==> src/rtl/stream_pattern_source.sv <==
// Framed byte-stream generator: SYNC0, SYNC1, SEQ, counting payload, XOR checksum,
// then an optional idle gap. Valid/ready handshake with fully registered tx_vld/tx_byte.
module stream_pattern_source #(
  parameter int          FRAME_LEN  = 9,
  parameter int          GAP_CYCLES = 4999987,
  parameter logic [7:0]  SYNC0      = 8'hA5,
  parameter logic [7:0]  SYNC1      = 8'h5A
) (
  input  logic       clk,
  input  logic       rst,
  input  logic       enable,
  input  logic       tx_rdy,
  output logic       tx_vld,
  output logic [7:0] tx_byte,
  output logic       frame_start,
  output logic       frame_done,
  output logic       busy,
  output logic [7:0] seq
);

  typedef enum logic [2:0] {IDLE, S_SYNC0, S_SYNC1, S_SEQ, S_PAY, S_CSUM, GAP} state_t;

  localparam logic [7:0]  PAY_LAST = 8'(FRAME_LEN - 1);
  localparam bit          HAS_GAP  = (GAP_CYCLES > 0);
  localparam logic [23:0] GAP_LAST = HAS_GAP ? 24'(GAP_CYCLES - 1) : 24'd0;

  state_t      state_reg, state_next;
  logic [7:0]  idx_reg, idx_next;
  logic [7:0]  seq_reg, seq_next;
  logic [7:0]  csum_reg, csum_next;
  logic [23:0] gap_reg, gap_next;
  logic        tx_vld_reg, tx_vld_next;
  logic [7:0]  tx_byte_reg, tx_byte_next;
  logic        xfer;

  assign xfer = tx_vld_reg & tx_rdy;

  always_ff @(posedge clk) begin
    if (rst) begin
      state_reg   <= IDLE;
      idx_reg     <= 8'd0;
      seq_reg     <= 8'd0;
      csum_reg    <= 8'd0;
      gap_reg     <= 24'd0;
      tx_vld_reg  <= 1'b0;
      tx_byte_reg <= 8'd0;
    end else begin
      state_reg   <= state_next;
      idx_reg     <= idx_next;
      seq_reg     <= seq_next;
      csum_reg    <= csum_next;
      gap_reg     <= gap_next;
      tx_vld_reg  <= tx_vld_next;
      tx_byte_reg <= tx_byte_next;
    end
  end

  always_comb begin
    state_next = state_reg;
    idx_next   = idx_reg;
    seq_next   = seq_reg;
    csum_next  = csum_reg;
    gap_next   = gap_reg;

    case (state_reg)
      IDLE: if (enable) state_next = S_SYNC0;
      S_SYNC0: if (xfer) state_next = S_SYNC1;
      S_SYNC1: if (xfer) state_next = S_SEQ;
      S_SEQ: if (xfer) begin
        state_next = S_PAY;
        idx_next   = 8'd0;
        csum_next  = seq_reg;
      end
      S_PAY: if (xfer) begin
        csum_next = csum_reg ^ (seq_reg + idx_reg);
        if (idx_reg == PAY_LAST) begin
          state_next = S_CSUM;
          idx_next   = 8'd0;
        end else begin
          idx_next = idx_reg + 8'd1;
        end
      end
      S_CSUM: if (xfer) begin
        seq_next = seq_reg + 8'd1;
        if (HAS_GAP) begin
          state_next = GAP;
          gap_next   = 24'd0;
        end else begin
          state_next = enable ? S_SYNC0 : IDLE;
        end
      end
      GAP: begin
        // enable is only consulted once the full gap has elapsed
        if (gap_reg == GAP_LAST) begin
          state_next = enable ? S_SYNC0 : IDLE;
          gap_next   = 24'd0;
        end else begin
          gap_next = gap_reg + 24'd1;
        end
      end
      default: state_next = IDLE;
    endcase
  end

  // Output registers are loaded from the next-state view so they line up with state_reg.
  always_comb begin
    tx_vld_next  = 1'b0;
    tx_byte_next = 8'd0;
    case (state_next)
      S_SYNC0: begin tx_vld_next = 1'b1; tx_byte_next = SYNC0; end
      S_SYNC1: begin tx_vld_next = 1'b1; tx_byte_next = SYNC1; end
      S_SEQ:   begin tx_vld_next = 1'b1; tx_byte_next = seq_next; end
      S_PAY:   begin tx_vld_next = 1'b1; tx_byte_next = seq_next + idx_next; end
      S_CSUM:  begin tx_vld_next = 1'b1; tx_byte_next = csum_next; end
      default: begin tx_vld_next = 1'b0; tx_byte_next = 8'd0; end
    endcase
  end

  assign tx_vld      = tx_vld_reg;
  assign tx_byte     = tx_byte_reg;
  assign frame_start = (state_reg == S_SYNC0) & xfer;
  assign frame_done  = (state_reg == S_CSUM) & xfer;
  assign busy        = (state_reg != IDLE);
  assign seq         = seq_reg;

endmodule

==> config.mk <==
export PLATFORM = sky130hd
export DESIGN_NAME = stream_pattern_source
export DESIGN_NICKNAME = d
export VERILOG_FILES = /design/src/rtl/stream_pattern_source.sv
export SDC_FILE = /design/constraint.sdc
export NUM_CORES = 1
export LEC_CHECK = 0
export CAP_MARGIN = 30
export CELL_PAD_IN_SITES_DETAIL_PLACEMENT = 1
export CELL_PAD_IN_SITES_GLOBAL_PLACEMENT = 1
export CORE_MARGIN = 1.5
export CORE_UTILIZATION = 30
export DETAILED_ROUTE_END_ITERATION = 7
export GPL_ROUTABILITY_DRIVEN = 0
export GPL_TIMING_DRIVEN = 0
export PLACE_DENSITY_LB_ADDON = 0.1
export SKIP_CTS_REPAIR_TIMING = 1
export SYNTH_ARGS = -nofsm -noshare
export SYNTH_HDL_FRONTEND = slang
export SYNTH_SLANG_ARGS = --single-unit
==> constraint.sdc <==
create_clock -name clk -period 7.89 [get_ports clk]
set_clock_uncertainty 0.15 [all_clocks]
set_input_delay 2.367 -clock clk [delete_from_list [all_inputs] [get_ports clk]]
set_output_delay 2.367 -clock clk [all_outputs]
set_load 0.01 [all_outputs]
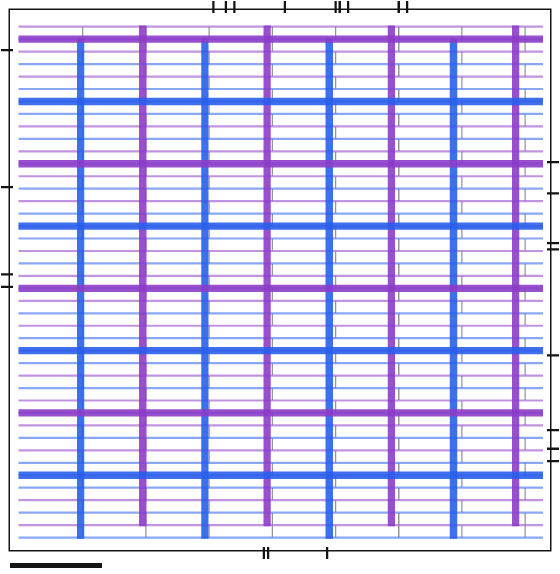
Figure 1: run 1, PDN straps and rails.
Bar = 20 um. Pins as bars on the die edge. Tap cells in gray.
Key: VDD = purple; VSS = blue
The core has 41 rows. 8 straps on met5. 172 tap cells. 8 straps on met4. 24 signal pins sit on the boundary.
chip height: 118 um
die x size: 118 um
Peak VDD IR: 0.0906 mV

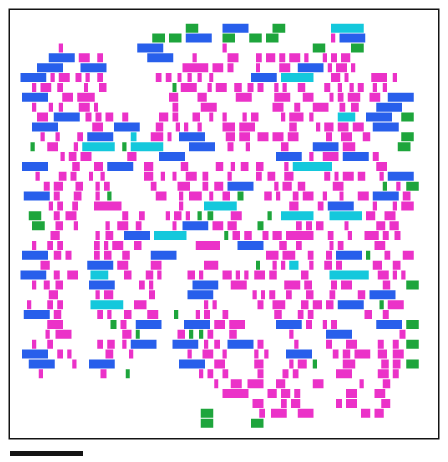
Figure 2: run 1, placed cells, one color a class.
Bar = 20 um.
Key: combinational and other logic = magenta [cells 423, share of their area 59%]; flops = blue [cells 60, share of their area 27%]; clock drivers and dummy loads = cyan [cells 15, share of their area 7.2%]; other buffers and delay cells = green [cells 43, share of their area 6.7%]

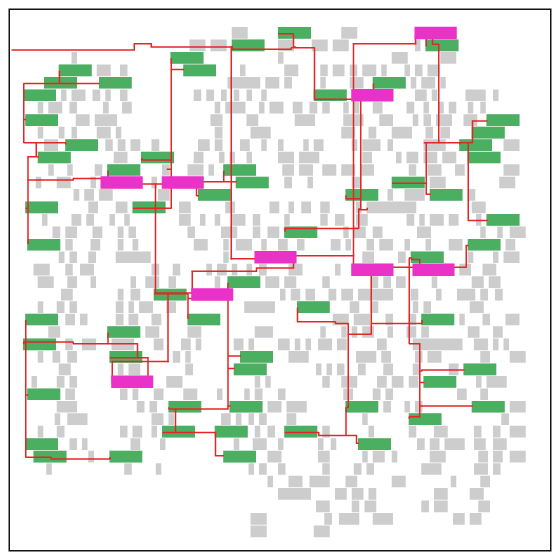
Figure 3: run 1, routed clock nets over the placement.
Key: clock wires = red [length 1010 um]; clock drivers = magenta [count 9]; flip-flops = green [count 60]
Position of the flops: widely spread. There are 10 routed clock nets.
clk ins delay skew pair: 0.33 ns
Clock power frac: 53.3%
P_clk: 0.433 mW

run 1: final cells by class:
type                            instances  area [um^2]
Sequential cell                        60         1200
Clock inverter                          4         72.6
Clock buffer                           11          253
Timing Repair Buffer                   22          220
Inverter                               22         83.8
Multi-Input combinational cell        401         2590
Fill cell                            1538         8050
Buffer                                 21         83.8
Tap cell                              172          215
run 1: tightest hold or removal path: stages (launching register included):
cell and delay (ns):
dfxtp_1 0.32, o21ai_0 0.08, a21oi_1 0.06
run 1: routing by layer:
metal	track usage (%)	wire, um	up-vias
met5	0	0	-
met4	7.09	324	0
met3	3.49	244	18
met2	35.9	6660	41
met1	23.5	5930	1886
li1	-	-	1904
run 1: kinds of logic after synthesis:
group                    synth area share [%]
AND/OR/NAND/NOR                          29.6
AND-OR/OR-AND                            22.0
flip-flops                               30.3
buffers and inverters                    4.23
XOR/XNOR                                 5.53
adder cells (fa/ha/maj)                  7.01
multiplexers                             1.30
run 1: through the flow:
| step | std cells | power (mW) | area [um^2] | hold slack (ns) |
|---|---|---|---|---|
| floorplan | 504 | 0.355 | 3960 | 0.309 |
| global placement | 698 | 0.386 | 4400 | 0.334 |
| detailed placement | 698 | 0.386 | 4400 | 0.356 |
| CTS | 713 | 0.825 | 4720 | 0.366 |
| global route | 713 | 0.845 | 4720 | 0.393 |
| finish | 713 | 0.813 | 4720 | 0.356 |
run 1: how the worst max path moves through the flow:
stage                      start           to
after global placement    tx_rdy  frame_start
after detailed placement  tx_rdy   frame_done
after floorplan           tx_rdy  frame_start
after CTS                 tx_rdy  frame_start
final                     tx_rdy  frame_start
after global routing      tx_rdy   frame_done
run 1: where the power goes:
group          internal, mW  total [mW]  switching, mW
clock network         0.291       0.433          0.142
registers             0.309       0.312        0.00315
logic                0.0241      0.0678         0.0436
total                 0.624       0.813          0.189
run 1: layout by cell type, fill, tap and decap left out, drive strengths merged, types with 6 or more instances in the layout:
cell type | synthesis | routed
nor2 | 69 | 69
dfxtp | 60 | 60
o21ai | 40 | 40
a21oi | 38 | 38
nand2 | 30 | 30
clkbuf | 17 | 28
clkdlybuf4s50 | 0 | 22
inv | 21 | 21
ha | 19 | 19
xnor2 | 16 | 16
nand3 | 16 | 16
nor2b | 13 | 13
and3 | 10 | 10
xor2 | 9 | 9
nand4 | 9 | 9
nor3 | 8 | 8
a22oi | 7 | 7
or3 | 7 | 7
nor3b | 7 | 7
nor4 | 7 | 7
and2 | 6 | 6
a21o | 6 | 6
==> flow_summary.ini, run 1 <==
; generated from flow reports
[timing]
tightestPinTransition_ns = 0.810
hold_viol = 0
maxSlewHeadroom_pct = 45.6
report.final.slew_viol_count = 0
finalClockPeriodUsage_pct = 83.1
fin_tns_setup_ns = 0
fin_ws_ns = 1.34
fmax_mhz = 153
period_needed_ns = 6.55
finalSetupViolCount = 0

[critical_path]
cp_cell_sequence = clkdlybuf4s50_1 > and3_1 > nand2b_1 > nor2_1 > clkdlybuf4s50_1
reg2reg_slack_ns = 4.11
critPathRequiredTime_ns = 5.37
crit_path_max_incr_delay_ns = 0.55
path_max_fanout = 5
worstSetupPathType = primary input to primary output
cp-start-kind = primary input
path_buffers = 2
critPathSlowestCell = clkdlybuf4s50_1
r2r_end = tx_byte[3]$_SDFF_PP0_
path_common_cell = clkdlybuf4s50_1
crit_arrival_ns = 4.04
r2r-start = idx_reg[4]$_SDFF_PP0_

[cts]
root_buffer = clkbuf_16
cts_tree = yes
cts_buffer_depth = 2
h-tree-depth = 3
cts.clk_slew.worst_paths_ns = 0.05
cts_made_buffers = 9
clkSinkCount = 60

[place]
hpwlAfterDp_mm = 9.97
port_buffers = 22
place_ws_ns = 1.33

[yosys]
syn_area_um2 = 3960
ys_area_um2 = 3960
synth-async-reset-ratio_pct = 0
ys.flops = 60
ys_types = 67
topCellsByArea = dfxtp_1 30%, nor2_1 6.4%, ha_1 6.0%
syn_avg_cell_area_um2 = 7.86
edf_count = 0
synthTopCellsByCount = 68 x nor2_1, 60 x dfxtp_1, 38 x a21oi_1, 37 x o21ai_0, 30 x nand2_1
syn_inst = 504
synth_nets = 529
ys_warn_count = 0
yosysTopAreaCellShare_pct = 30.3
synth.most_common_cell = nor2_1
ys_cells = 504
yosysSeqAreaShare_pct = 30.3
yosys_most_used_dff = dfxtp_1
yosys.area.top_type = dfxtp_1

[global_routing]
grt_pass1_vias = 3971
overflow = 0
track_usage_pct = 19.9
grt_max_degree = 11
antenna_found_initial = 0
grt_first_pass_wirelength_mm = 21.5

[floorplan]
die-area_um2 = 13900
fp_util_pct = 31.0
io_pins = 24
fp.coreArea_um2 = 12800

[routing]
via_per_inst = 5.40
drt_iter0_markers = 169
wl_per_cell_um = 18.5
vias = 3849
routed_wl_mm = 13.2
drc = 0

[hold_path]
holdCritPathClass = register to register
holdPathStages = 2
hold_end = gap_reg[12]$_SDFFE_PP0P_
min_from = gap_reg[12]$_SDFFE_PP0P_

[power]
pwr_density_cell_nw_per_um2 = 172
p_leak_nw = 1.77

[status]
outcome = finished clean

[final_layout]
layout-drive-gt1-share_pct = 6.10
n_antenna_cell = 0
postLayoutCoreUtil_pct = 37.0
layout.nets = 562
area_growth_pct = 19.2
largest_reg_flops = 24

[job]
cap_violations = 0
Figure 4. Wiring by layer (run 1).
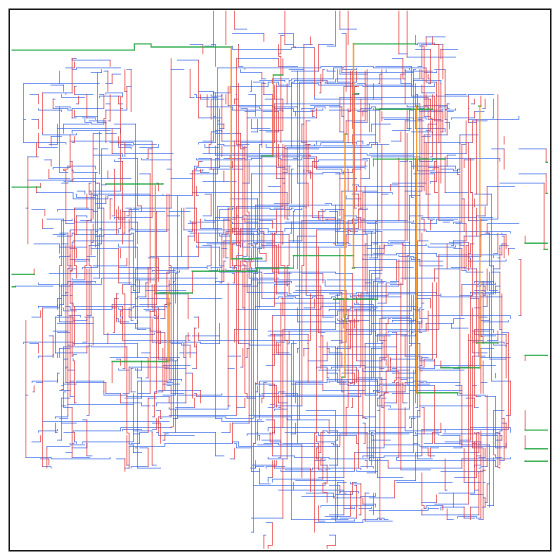

==> inputs of run 2 (changes only) <==
clock period = 5.3 ns   (was 7.89 ns; I/O delays follow)
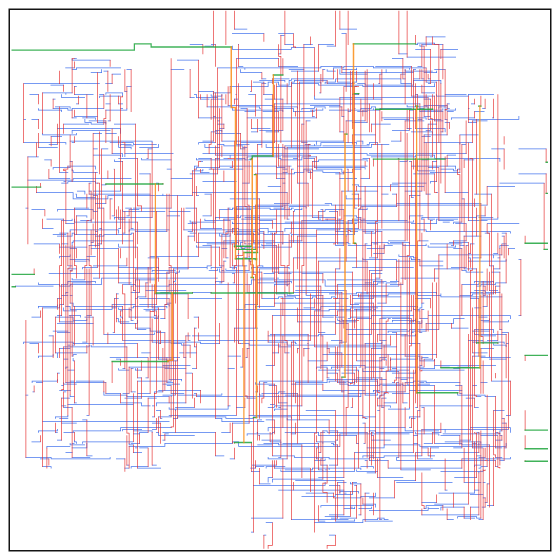
Figure 5: run 2, wiring by layer.
Key: metal 2 = red [wire length 6550 um]; metal 3 = green [wire length 232 um]; metal 1 = blue [wire length 5930 um]; metal 4 = orange [wire length 441 um]
GRT Resource Usage Total: 19.9%
DRT Wirelength: 13.2 mm

==> flow_summary.ini, run 2 <==
; generated from flow reports
[status]
outcome = finished clean

[critical_path]
critPathRequiredTime_ns = 3.56
path_common_cell = clkdlybuf4s50_1
crit_path_max_incr_delay_ns = 0.56
critPathSlowestCell = clkdlybuf4s50_1
path_buffers = 2
cp-start-kind = primary input
path_max_fanout = 5
crit_arrival_ns = 3.28
cp_cell_sequence = clkdlybuf4s50_1 > and3_1 > nand2b_1 > nor2_1 > clkdlybuf4s50_1
worstSetupPathType = primary input to primary output

[yosys]
yosysSeqAreaShare_pct = 30.3
yosys.area.top_type = dfxtp_1
edf_count = 0
synthXorXnorAreaFrac_pct = 5.53
yosysTopAreaCellShare_pct = 30.3
topCellsByArea = dfxtp_1 30%, nor2_1 6.4%, ha_1 6.0%
syn_avg_cell_area_um2 = 7.86
syn_inst = 504
mux_share_pct = 1.30
ys_sh_aoi_pct = 22.0
synth-async-reset-ratio_pct = 0
synth.most_common_cell = nor2_1
synthTopCellsByCount = 68 x nor2_1, 60 x dfxtp_1, 38 x a21oi_1, 37 x o21ai_0, 30 x nand2_1
ys_area_um2 = 3960
ys_sh_simple_pct = 29.6
ys_types = 67
ys_warn_count = 0
ys_top_logic_family = simple AND/OR/NAND/NOR gates
ys_cells = 504
adder_share_pct = 7.01
synth_nets = 529
ys.flops = 60
syn_area_um2 = 3960

[routing]
drt_iter0_markers = 169
via_per_inst = 5.41
drc = 0
vias = 3855
wl_per_cell_um = 18.5

[power]
pwr_density_cell_nw_per_um2 = 256
p_leak_nw = 1.77
irDropWorstVdd_mv = 0.135

[final_layout]
mostFrequentLayoutCell = nor2_1
final_cell_area_um2 = 4720
layout.nets = 562
largest_reg_flops = 24
n_antenna_cell = 0
final_cell_mix = 68 x nor2_1, 60 x dfxtp_1, 38 x a21oi_1, 37 x o21ai_0, 30 x nand2_1
layout-drive-gt1-share_pct = 6.28
fillerInstances = 1537
area_growth_pct = 19.2

[floorplan]
die_w_um = 118
die-area_um2 = 13900
fp.coreArea_um2 = 12800
io_pins = 24
die_h_um = 118
fp_util_pct = 31.0

[job]
cap_violations = 0

[cts]
root_buffer = clkbuf_16
insertion_delay_ns = 0.33
cts_tree = yes
cts.clk_slew.worst_paths_ns = 0.05
cts_buffer_depth = 2
cts_made_buffers = 9
clkSinkCount = 60
h-tree-depth = 3

[timing]
maxSlewHeadroom_pct = 45.6
hold_viol = 0
finalSetupViolCount = 0
report.final.slew_viol_count = 0
finalClockPeriodUsage_pct = 94.7
fmax_mhz = 199
period_needed_ns = 5.02
tightestPinTransition_ns = 0.810
fin_tns_setup_ns = 0

[global_routing]
grt_first_pass_wirelength_mm = 21.5
antenna_found_initial = 0
overflow = 0
grt_max_degree = 11
grt_pass1_vias = 3971

[hold_path]
holdCritPathClass = register to register

[place]
place_area_um2 = 4400
port_buffers = 22
hpwlAfterDp_mm = 9.97
==> run 2: final cells by class <==
| cell class | count | area (um^2) | share of cell area (%) |
|---|---|---|---|
| multi-input cells | 401 | 2590 | 54.9 |
| flip-flops and latches | 60 | 1200 | 25.4 |
| clock buffers | 11 | 253 | 5.35 |
| repair buffers | 22 | 220 | 4.66 |
| well taps | 172 | 215 | 4.56 |
| plain buffers | 21 | 85.1 | 1.80 |
| inverters | 22 | 83.8 | 1.78 |
| clock inverters | 4 | 72.6 | 1.54 |
==> run 2: worst min-delay path, stage by stage, from the launching register on <==
cell	delay, ns
dfxtp_1	0.32
o21ai_0	0.08
a21oi_1	0.06
==> run 2: path summary, 6_finish.rpt <==
check	cells after the start	from	slack [ns]	endpoint
setup / recovery	5	tx_rdy	0.28	frame_start
hold / removal	2	gap_reg[12]$_SDFFE_PP0P_	0.36	gap_reg[12]$_SDFFE_PP0P_
setup reg to reg	12	idx_reg[4]$_SDFF_PP0_	1.55	tx_byte[3]$_SDFF_PP0_
hold reg to reg	2	gap_reg[12]$_SDFFE_PP0P_	0.36	gap_reg[12]$_SDFFE_PP0P_
==> run 2: metal layers <==
metal | up-vias | global-route usage (%) | share of wire [%]
met1 | 1883 | 23.5 | 45
met5 | - | 0 | 0
met3 | 23 | 3.49 | 1.8
met2 | 45 | 35.9 | 50
met4 | 0 | 7.09 | 3.4
li1 | 1904 | - | -
==> run 2: kinds of logic after synthesis <==
kind of cell	after synthesis
flops	60
xor+xnor	25
compound gates	137
simple gates	213
buf+inv	43
mux	5
fa+ha+maj	21
==> run 2: where the power goes <==
group / internal [mW] / leakage [nW] / switching, mW
clock: 0.433 / 0.158 / 0.211
sequential: 0.460 / 0.485 / 0.00468
combinational: 0.0361 / 1.13 / 0.0650
==> run 2: through the flow <==
step           setup slack, ns  utilization (%)  std cells  power [mW]  hold slack [ns]
2_1_floorplan             1.16                -        504       0.529            0.309
3_3_place_gp            -0.126             34.4        698       0.574            0.334
3_5_place_dp            -0.215             34.4        698       0.575            0.356
4_1_cts                  0.124             37.0        713        1.23            0.366
5_1_grt                 0.0256             37.0        713        1.26            0.393
6_report                 0.283             37.0        713        1.21            0.356
Power and IR drop assume default switching activity.
